==> config.mk <==
export PLATFORM = sky130hd
export DESIGN_NAME = dzcpu_useq
export DESIGN_NICKNAME = d
export VERILOG_FILES = /design/src/rtl/dzcpu_useq_pkg.sv /design/src/rtl/dzcpu_useq_rom.sv /design/src/rtl/dzcpu_useq.sv
export SDC_FILE = /design/constraint.sdc
export NUM_CORES = 1
export LEC_CHECK = 0
export CAP_MARGIN = 10
export CELL_PAD_IN_SITES_DETAIL_PLACEMENT = 2
export CELL_PAD_IN_SITES_GLOBAL_PLACEMENT = 2
export CORE_MARGIN = 4
export CORE_UTILIZATION = 32
export CTS_CLUSTER_SIZE = 12
export DETAILED_ROUTE_END_ITERATION = 8
export PLACE_DENSITY_LB_ADDON = 0.05
export SLEW_MARGIN = 10
export SYNTH_ARGS = -nofsm -noshare
export SYNTH_HDL_FRONTEND = slang
export SYNTH_SLANG_ARGS = --single-unit
==> constraint.sdc <==
create_clock -name iClock -period 3.6 [get_ports iClock]
set_input_delay 0.72 -clock iClock [delete_from_list [all_inputs] [get_ports iClock]]
set_output_delay 0.72 -clock iClock [all_outputs]
set_load 0.01 [all_outputs]
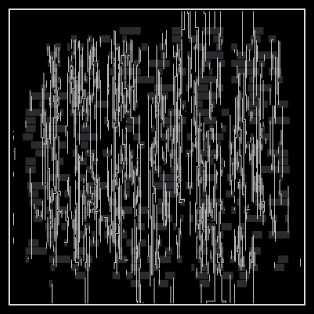
Fig. 1. Signal wires on met2 (run 1).
Scale: 3 px per um. Cells faint in the background.
nets with wire on the layer: 362
longest straight run: 45.6 um
wire length on this layer: 4,990 um
share of all routed wire: 48%
met2 usage: 0.362
routed wire length: 10.4 mm

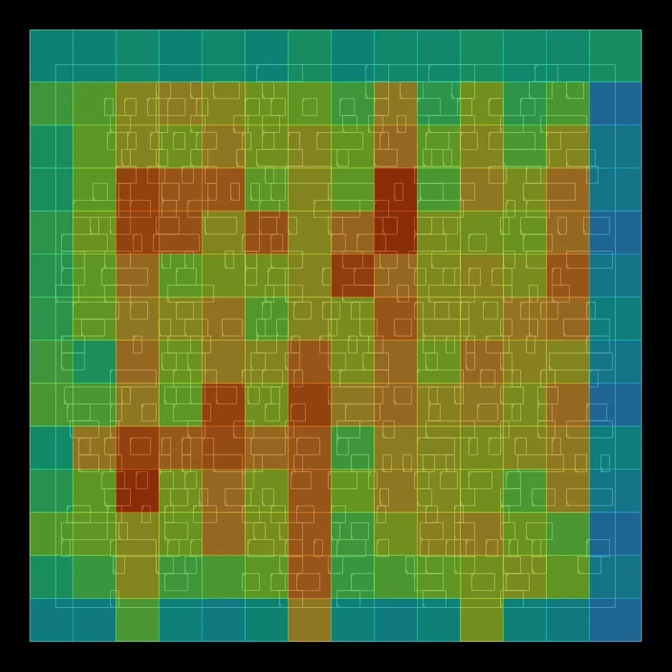
Fig. 2. Routing congestion (run 1).
routed len/inst: 21.8 um
post-layout util: 0.403
global routing's busiest layer: met2
GRT Util Overall: 0.215
met1 Usage GRT: 0.310

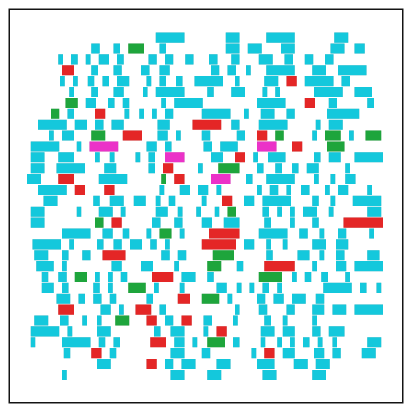
Fig. 3. Cells by drive strength (run 1).
Scale: 4 px per um.
legend:
  green:
    size: x2
    cells: 21
  cyan:
    size: x1 and smaller
    cells: 316
  magenta:
    size: x6 and larger
    cells: 4
  red:
    size: x3 and x4
    cells: 32
P&R area growth vs syn: 21.3%
finished layout cell area: 3150 um2
Setup WS post-layout: 252 ps

==> flow_summary.yaml, run 1 <==
# physical design summary
logic_synthesis:
  ff_type: "dfxtp_1"
  synthTopCellsByCount: "nor2_1 (43), nand2_1 (36), dfxtp_1 (28), a21oi_1 (22), nand3_1 (14)"
  ys_seq_share: 0.216
  most_common_cell: "nor2_1"
  synth-seq-cells: 28
critical_path:
  reg2reg_setup_slack_ps: 250
  max_stage_delay_ps: 480
  path_delay_family: "simple AND/OR/NAND/NOR gates"
  worstRegToRegCells: 12
run:
  warning_count: 26
cells_and_area:
  n_antenna_cell: 0
  largest_class: "logic gates"
  flop_area_um2: 561
routing:
  vias: 2743
  top_layer: "met4"
  drc_errors: 0
sta:
  fin_crit_sh: 0.930
  post-route-min-period_ps: 3350
  slew_viol_final: 0
grt:
  grt_pass1_wl_mm: 16.6
placed_design:
  dpl_worst_slack_ps: 116
  gp_congestion: 0.855
  io_buffers: 37
status:
  outcome: "finished clean"
floorplanning:
  fp_util: 0.332
clocking:
  clock_latency_ps: 280
==> run 2: changes to the inputs <==
--- a/config.mk
+++ b/config.mk
@@ -10,8 +10,9 @@
 export CELL_PAD_IN_SITES_GLOBAL_PLACEMENT = 2
 export CORE_MARGIN = 4
 export CORE_UTILIZATION = 32
-export CTS_CLUSTER_SIZE = 12
+export CTS_CLUSTER_SIZE = 8
 export DETAILED_ROUTE_END_ITERATION = 8
+export GPL_TIMING_DRIVEN = 1
 export PLACE_DENSITY_LB_ADDON = 0.05
 export SLEW_MARGIN = 10
 export SYNTH_ARGS = -nofsm -noshare
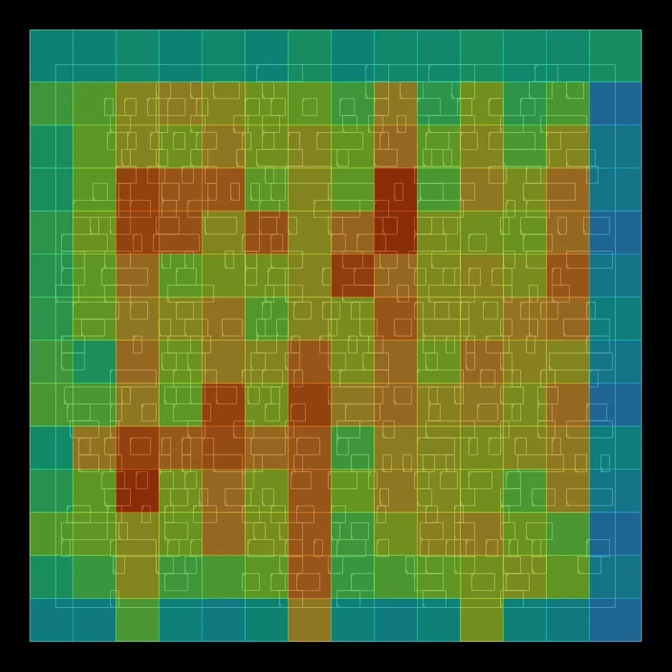
Fig. 4. Routing congestion (run 2).
met3 Use GR: 0.0236

==> run 2 against run 1 <==
  * Clock-buffer cell count unchanged
  * Setup slack unchanged
  * Non-clock buffer count unchanged
  * Die area unchanged
  * Sequential power about the same
  * Clock skew unchanged
  * Global-route usage unchanged
  * Core utilization unchanged
  * Routed wire length unchanged
  * Clock power about the same
  * Synthesized cell count unchanged
  * Largest cell class unchanged
==> flow_summary.yaml, run 2 <==
# physical design summary
cells_and_area:
  largest_class: "logic gates"
  area_growth_pct: 21.3
  flop_area_um2: 561
  buffer_area_frac: 0.161
  n_antenna_cell: 0
logic_synthesis:
  most_common_cell: "nor2_1"
  ys_seq_share: 0.216
  synthAoiAreaFrac: 0.270
  synth_top_area_share: 0.216
  synthTopCellsByCount: "nor2_1 (43), nand2_1 (36), dfxtp_1 (28), a21oi_1 (22), nand3_1 (14)"
  synth-seq-cells: 28
  ff_type: "dfxtp_1"
routing:
  top_layer: "met4"
  vias: 2743
  wl_per_cell_um: 21.8
  drc_errors: 0
  routed_wl_mm: 10.4
grt:
  use_met2: 0.362
  grt_pass1_wl_mm: 16.6
  track_usage: 0.215
  use_met1: 0.310
placed_design:
  gp_congestion: 0.855
  io_buffers: 37
critical_path:
  worstRegToRegCells: 12
  reg2reg_setup_slack_ps: 250
  path_delay_family: "simple AND/OR/NAND/NOR gates"
  max_stage_delay_ps: 480
pwr:
  totalPowerFinal_mw: 0.787
  comb_power_mw: 0.264
  p_sw_frac: 0.354
status:
  outcome: "finished clean"
clocking:
  clock_latency_ps: 280
sta:
  slew_viol_final: 0
  fin_crit_sh: 0.930
run:
  warning_count: 26
floorplanning:
  fp_util: 0.332
Power and IR drop assume default switching activity.
